==> src/rtl/acc_core_pkg.sv <==
// Shared opcode/state encodings for the acc_core accumulator CPU.
// Optional carry support is selected with ACC_CORE_CARRY_EN (see acc_core.sv).
package acc_core_pkg;

    localparam int unsigned OPC_W   = 4;
    localparam int unsigned STATE_W = 3;

    typedef enum logic [OPC_W-1:0] {
        OP_NOP  = 4'h0,
        OP_LDI  = 4'h1,
        OP_LDM  = 4'h2,
        OP_STM  = 4'h3,
        OP_ADDI = 4'h4,
        OP_ADDM = 4'h5,
        OP_SUBI = 4'h6,
        OP_SUBM = 4'h7,
        OP_ANDM = 4'h8,
        OP_ORM  = 4'h9,
        OP_XORM = 4'hA,
        OP_JMP  = 4'hB,
        OP_JZ   = 4'hC,
        OP_JC   = 4'hD,
        OP_ADCM = 4'hE,
        OP_HLT  = 4'hF
    } opcode_t;

    typedef enum logic [STATE_W-1:0] {
        ST_IDLE   = 3'd0,
        ST_FETCH  = 3'd1,
        ST_DECODE = 3'd2,
        ST_EXEC   = 3'd3,
        ST_HALT   = 3'd4
    } state_t;

    // Opcode constants for assembler-side ROM images
    localparam logic [OPC_W-1:0] OPC_NOP  = 4'h0;
    localparam logic [OPC_W-1:0] OPC_LDI  = 4'h1;
    localparam logic [OPC_W-1:0] OPC_LDM  = 4'h2;
    localparam logic [OPC_W-1:0] OPC_STM  = 4'h3;
    localparam logic [OPC_W-1:0] OPC_ADDI = 4'h4;
    localparam logic [OPC_W-1:0] OPC_ADDM = 4'h5;
    localparam logic [OPC_W-1:0] OPC_SUBI = 4'h6;
    localparam logic [OPC_W-1:0] OPC_SUBM = 4'h7;
    localparam logic [OPC_W-1:0] OPC_ANDM = 4'h8;
    localparam logic [OPC_W-1:0] OPC_ORM  = 4'h9;
    localparam logic [OPC_W-1:0] OPC_XORM = 4'hA;
    localparam logic [OPC_W-1:0] OPC_JMP  = 4'hB;
    localparam logic [OPC_W-1:0] OPC_JZ   = 4'hC;
    localparam logic [OPC_W-1:0] OPC_JC   = 4'hD;
    localparam logic [OPC_W-1:0] OPC_ADCM = 4'hE;
    localparam logic [OPC_W-1:0] OPC_HLT  = 4'hF;

endpackage

==> src/rtl/acc_core_ram.sv <==
// Data RAM for acc_core: combinational read, synchronous write, no reset.
module acc_core_ram
    import acc_core_pkg::*;
#(
    parameter int unsigned DATA_W = 4,
    parameter int unsigned RAM_AW = 4
) (
    input  logic              clk,
    input  logic              we,
    input  logic [RAM_AW-1:0] addr,
    input  logic [DATA_W-1:0] wdata,
    output logic [DATA_W-1:0] rdata
);

    localparam int unsigned DEPTH = 2 ** RAM_AW;

    logic [DATA_W-1:0] mem [DEPTH];

    always_ff @(posedge clk) begin
        if (we) begin
            mem[addr] <= wdata;
        end
    end

    assign rdata = mem[addr];

endmodule

==> src/rtl/acc_core.sv <==
// Parametrised accumulator CPU core with FETCH/DECODE/EXEC sequencing.
// Define ACC_CORE_CARRY_EN to add the carry flag, JC and ADCM.
module acc_core
    import acc_core_pkg::*;
#(
    parameter int unsigned DATA_W = 4,
    parameter int unsigned PC_W   = 4,
    parameter int unsigned RAM_AW = 4,
    parameter int unsigned OPND_W = 4
) (
    input  logic                    clk,
    input  logic                    rst,
    input  logic                    run,
    output logic [PC_W-1:0]         imem_addr,
    input  logic [OPC_W+OPND_W-1:0] imem_data,
    output logic [DATA_W-1:0]       acc,
    output logic [PC_W-1:0]         pc,
    output logic [STATE_W-1:0]      state,
    output logic                    zero,
    output logic                    carry,
    output logic                    busy,
    output logic                    halted,
    output logic                    retire
);

`ifdef ACC_CORE_CARRY_EN
    localparam int unsigned SUM_W = DATA_W + 1;
`else
    localparam int unsigned SUM_W = DATA_W;
`endif

    if (OPND_W < DATA_W || OPND_W < PC_W || OPND_W < RAM_AW) begin : g_opnd_chk
        $error("acc_core: OPND_W must be >= max(DATA_W, PC_W, RAM_AW)");
    end

    state_t                    state_q, state_nx;
    logic [PC_W-1:0]           pc_nx, addr_nx, target;
    logic [OPC_W+OPND_W-1:0]   ir, ir_nx;
    logic [DATA_W-1:0]         acc_nx, imm, ram_rdata, alu_b;
    logic [RAM_AW-1:0]         ram_addr;
    logic [SUM_W-1:0]          sum;
    logic                      zero_nx, acc_wr, ram_we;
    opcode_t                   opc;

    // Operand fields are always taken from the low bits of the operand
    assign opc      = opcode_t'(ir[OPND_W +: OPC_W]);
    assign imm      = ir[DATA_W-1:0];
    assign ram_addr = ir[RAM_AW-1:0];
    assign target   = ir[PC_W-1:0];
    assign alu_b    = (opc == OP_ADDI || opc == OP_SUBI) ? imm : ram_rdata;
    assign ram_we   = (state_q == ST_EXEC) && (opc == OP_STM) && !rst;
    assign state    = state_q;

`ifdef ACC_CORE_CARRY_EN
    logic carry_q, carry_nx;
    assign carry = carry_q;
`else
    assign carry = 1'b0;
`endif

    acc_core_ram #(
        .DATA_W (DATA_W),
        .RAM_AW (RAM_AW)
    ) u_ram (
        .clk   (clk),
        .we    (ram_we),
        .addr  (ram_addr),
        .wdata (acc),
        .rdata (ram_rdata)
    );

    // Next-state, ALU and program-counter logic
    always_comb begin
        state_nx = state_q;
        pc_nx    = pc;
        addr_nx  = imem_addr;
        ir_nx    = ir;
        acc_nx   = acc;
        zero_nx  = zero;
        acc_wr   = 1'b0;
        sum      = '0;
`ifdef ACC_CORE_CARRY_EN
        carry_nx = carry_q;
`endif
        case (state_q)
            ST_IDLE, ST_HALT: begin
                if (run) begin
                    state_nx = ST_FETCH;
                    pc_nx    = '0;
                    addr_nx  = '0;
                end
            end
            ST_FETCH: begin
                addr_nx  = pc;
                state_nx = ST_DECODE;
            end
            ST_DECODE: begin
                ir_nx    = imem_data;
                state_nx = ST_EXEC;
            end
            ST_EXEC: begin
                state_nx = ST_FETCH;
                pc_nx    = pc + PC_W'(1);
                case (opc)
                    OP_LDI, OP_LDM: begin
                        acc_nx = alu_b;
                        acc_wr = 1'b1;
                        if (opc == OP_LDI) acc_nx = imm;
                    end
                    OP_ADDI, OP_ADDM: begin
                        sum    = SUM_W'(acc) + SUM_W'(alu_b);
                        acc_nx = sum[DATA_W-1:0];
                        acc_wr = 1'b1;
`ifdef ACC_CORE_CARRY_EN
                        carry_nx = sum[DATA_W];
`endif
                    end
                    OP_SUBI, OP_SUBM: begin
                        sum    = SUM_W'(acc) + SUM_W'(~alu_b) + SUM_W'(1);
                        acc_nx = sum[DATA_W-1:0];
                        acc_wr = 1'b1;
`ifdef ACC_CORE_CARRY_EN
                        carry_nx = sum[DATA_W];
`endif
                    end
                    OP_ANDM: begin acc_nx = acc & ram_rdata; acc_wr = 1'b1; end
                    OP_ORM:  begin acc_nx = acc | ram_rdata; acc_wr = 1'b1; end
                    OP_XORM: begin acc_nx = acc ^ ram_rdata; acc_wr = 1'b1; end
                    OP_JMP:  pc_nx = target;
                    OP_JZ:   if (zero) pc_nx = target;
`ifdef ACC_CORE_CARRY_EN
                    OP_JC:   if (carry_q) pc_nx = target;
                    OP_ADCM: begin
                        sum      = SUM_W'(acc) + SUM_W'(ram_rdata) + SUM_W'(carry_q);
                        acc_nx   = sum[DATA_W-1:0];
                        acc_wr   = 1'b1;
                        carry_nx = sum[DATA_W];
                    end
`endif
                    OP_HLT: begin
                        state_nx = ST_HALT;
                        pc_nx    = pc;
                    end
                    default: ;
                endcase
                // Pre-point the synchronous ROM at the next fetch address
                addr_nx = pc_nx;
                if (acc_wr) zero_nx = (acc_nx == '0);
            end
            default: state_nx = ST_IDLE;
        endcase
    end

    // State and datapath registers
    always_ff @(posedge clk) begin
        if (rst) begin
            state_q   <= ST_IDLE;
            pc        <= '0;
            imem_addr <= '0;
            ir        <= '0;
            acc       <= '0;
            zero      <= 1'b0;
            busy      <= 1'b0;
            halted    <= 1'b0;
            retire    <= 1'b0;
        end else begin
            state_q   <= state_nx;
            pc        <= pc_nx;
            imem_addr <= addr_nx;
            ir        <= ir_nx;
            acc       <= acc_nx;
            zero      <= zero_nx;
            busy      <= (state_nx == ST_FETCH) || (state_nx == ST_DECODE) ||
                         (state_nx == ST_EXEC);
            halted    <= (state_nx == ST_HALT);
            retire    <= (state_nx == ST_EXEC);
        end
    end

`ifdef ACC_CORE_CARRY_EN
    always_ff @(posedge clk) begin
        if (rst) carry_q <= 1'b0;
        else     carry_q <= carry_nx;
    end
`endif

endmodule

==> config.mk <==
export PLATFORM = sky130hd
export DESIGN_NAME = acc_core
export DESIGN_NICKNAME = d
export VERILOG_FILES = /design/src/rtl/acc_core_pkg.sv /design/src/rtl/acc_core_ram.sv /design/src/rtl/acc_core.sv
export SDC_FILE = /design/constraint.sdc
export NUM_CORES = 1
export LEC_CHECK = 0
export CAP_MARGIN = 0
export CORE_UTILIZATION = 55
export CTS_BUF_LIST = sky130_fd_sc_hd__clkbuf_4
export DETAILED_ROUTE_END_ITERATION = 7
export GPL_TIMING_DRIVEN = 0
export PLACE_DENSITY = 0.78
export SLEW_MARGIN = 10
export SYNTH_ARGS = -nofsm -noshare
export SYNTH_HDL_FRONTEND = slang
export SYNTH_HIERARCHICAL = 1
export SYNTH_SLANG_ARGS = --single-unit
export TNS_END_PERCENT = 30
==> constraint.sdc <==
create_clock -name clk -period 5.2 [get_ports clk]
set_clock_uncertainty 0.15 [all_clocks]
set_input_delay 0.52 -clock clk [delete_from_list [all_inputs] [get_ports clk]]
set_output_delay 0.52 -clock clk [all_outputs]
set_load 0.02 [all_outputs]
==> run summary <==
The implementation run finished. Average via count per standard cell landed at 5.89. The layout report lists the multi-input gate area as approximately 0.0018 sq mm. Initial antenna violation count landed at 0.

Looking at the setup timing report, the critical path kind is reg2reg. In the synthesis report, Yosys lists the chip area as 0.00440 sq mm. Global-route congestion overflow total landed at 0. The worst setup path is launched from a flip-flop.

In the post-route analysis, the smallest setup slack over all paths is 1.29 ns. Fraction of registers with async set/reset landed at 0%. From left edge to right edge, the die measures 91.4 um. The portion of synthesized area spent on multiplexers is 11.7%. Clock power share landed at 28.3%. After its last routability iteration, the placer logged a weighted congestion of 0.831. Setup repair after global routing left no endpoint under its margin. Hold repair after CTS inserted 0 buffers. Arithmetic-cell share of the synthesized area counting full adders, half adders and majority gates landed at 5.18%. The filler cells instantiated in the layout total 579. Sequential elements use 56.0% of the synthesized area. The via count of the first global-routing pass was 2876. For this design, the sink count on the clock tree is 91. Smallest hold slack landed at approximately 0.35 ns.

The number of antenna diodes in the final layout is 0. For this run, the top clock speed supported by timing is approximately 260 MHz. Sum of negative setup slack landed at 0 ns.

STA classifies the critical path endpoint as a flip-flop. The run finished with clean final reports. The number of maximum-capacitance violations recorded for the run is 0. The report shows a maximum critical-path fanout of 10. After the last flow step, the layout net total stands at approximately 400.

Power density over cell area landed at 272 mW/mm^2.
registers in the layout (all words and copies together), names as in the netlist:
signal / flops
halted: 1
busy: 1
acc: 4
pc: 4
imem_addr: 4
zero: 1
ir: 8
state: 3
u_ram/mem: 64
retire: 1
routing by layer:
metal / vias up / track usage, % / routed length [um]
met1: 1409 / 31.0 / 3910
met3: 18 / 4.94 / 449
met2: 84 / 38.7 / 4440
met5: - / 0 / 0
li1: 1380 / - / -
met4: 0 / 8.60 / 162
kinds of logic after synthesis:
group | after synthesis
and+or+nand+nor | 105
DFF | 91
AOI/OAI and AO/OA | 62
buffers and inverters | 35
muxes | 29
adders and majority gates | 17
xor gates and xnor gates | 4
other | 1
per-stage QoR:
step	total power, mW	utilization [%]	cell area (sq um)
2_1_floorplan	0.930	-	4400
3_3_place_gp	0.977	62.3	4820
3_5_place_dp	0.982	62.3	4820
4_1_cts	1.36	64.1	4950
5_1_grt	1.41	64.1	4950
6_report	1.35	64.1	4950
cells in the mapped netlist (2+ instances only):
cell type	instances
fa_1	2
xnor2_1	4
o21ai_0	5
mux2i_1	12
mux4_1	6
and2_0	2
o31ai_1	2
edfxtp_1	64
a21oi_1	18
nor4_1	2
nor3b_1	3
dfxtp_1	27
mux4_2	10
nor2_1	34
nand3_1	11
nand2b_1	5
inv_1	16
a22oi_1	8
ha_1	15
a221o_1	2
nor2b_1	11
o21a_1	2
buf_2	8
nand2_1	18
a21o_1	5
a221oi_1	4
nand3b_1	6
clkbuf_1	6
buf_4	3
nor3_1	5
critical path: stages (launching register included):
cell	delay, ns
dfxtp_1	0.53
buf_6	0.19
buf_12	0.15
mux4_2	0.55
a22oi_1	0.18
nand3_1	0.19
inv_1	0.14
nor2_1	0.06
a21o_1	0.21
ha_1	0.30
a2111oi_0	0.42
a211oi_1	0.14
xnor2_1	0.17
o221a_1	0.27
o31ai_2	0.21
final cells by class:
class                      count  share of cell area (%)
buffer                        19                    2.35
clock buffer                   9                    1.36
clock inverter                 7                    1.41
inverter                      16                    1.21
multi-input combinational    218                    35.5
sequential                    91                    49.7
tap                          102                    2.58
timing repair buffer          29                    5.86
path summary, 6_finish.rpt:
check                                                 end                 startpoint  cells after the start
worst min-delay path            imem_addr[2]$_SDFFE_PP0P_  imem_addr[2]$_SDFFE_PP0P_                      2
worst max register to register          zero$_SDFFE_PP0P_         ir[0]$_SDFFE_PP0N_                     14
worst min register to register  imem_addr[2]$_SDFFE_PP0P_  imem_addr[2]$_SDFFE_PP0P_                      2
worst max-delay path                    zero$_SDFFE_PP0P_         ir[0]$_SDFFE_PP0N_                     14
power by group through the flow:
stage | registers [mW] | clock network (mW) | logic [mW]
5_1_grt | 0.788 | 0.422 | 0.199
3_5_place_dp | 0.803 | 0 | 0.179
4_1_cts | 0.787 | 0.393 | 0.179
2_1_floorplan | 0.805 | 0 | 0.125
3_3_place_gp | 0.803 | 0 | 0.174
6_report | 0.787 | 0.381 | 0.180
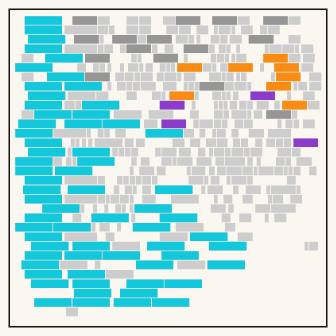
Figure 1: where the registers sit.
`acc` -> purple  # placed flops 4
`ir` -> orange  # placed flops 8, where north-east
`u_ram/mem` -> cyan  # placed flops 64
not coloured = 15

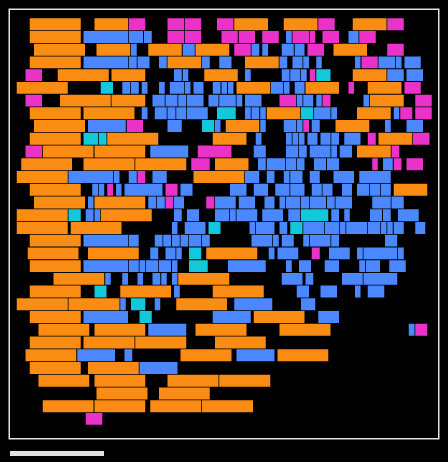
Figure 2: placement by cell class.
Bar = 20 um.
clock drivers and dummy loads -> cyan  # cells 16, share of their area 2.9%
sequential cells -> orange  # cells 91, share of their area 51%
remaining buffers and delay cells -> magenta  # cells 48, share of their area 8.4%
combinational and other logic -> blue  # cells 234, share of their area 38%

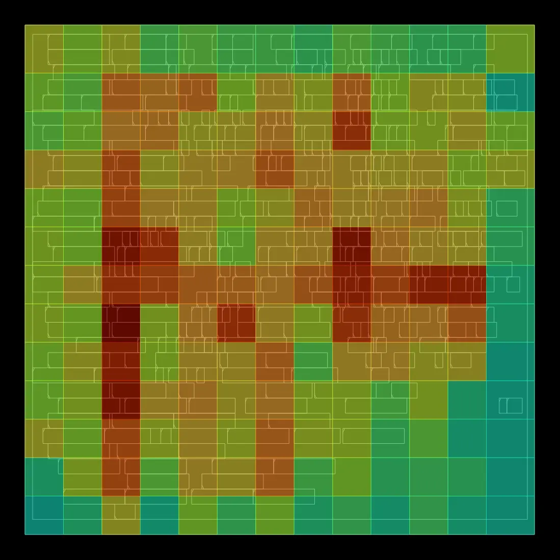
Figure 3: routing congestion map.
global-route usage over all layers: 23.6%
met3 usage: 4.94%
GR met1 Demand/Resource: 31.0%
final standard cell utilization of the core: 64.1%
busiest metal layer after global routing: met2

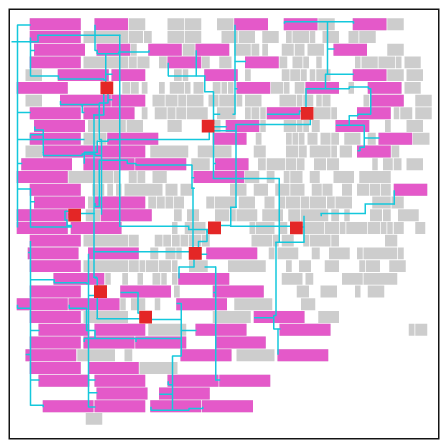
Figure 4: clock wires, drivers and flops.
flip-flops -> magenta  # count 91
clock drivers -> red  # count 9
clock wires -> cyan  # length 1030 um
routed clock nets = 10

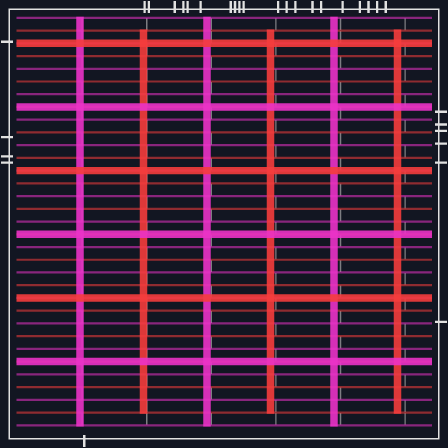
Figure 5: PDN straps and rails.
Pins as bars on the die edge. Tap cells in grey.
VSS -> magenta
VDD -> red
met4 straps = 6
met5 straps = 6
rows = 32

Power figures rest on the tool's default switching activity, not on a simulated workload.
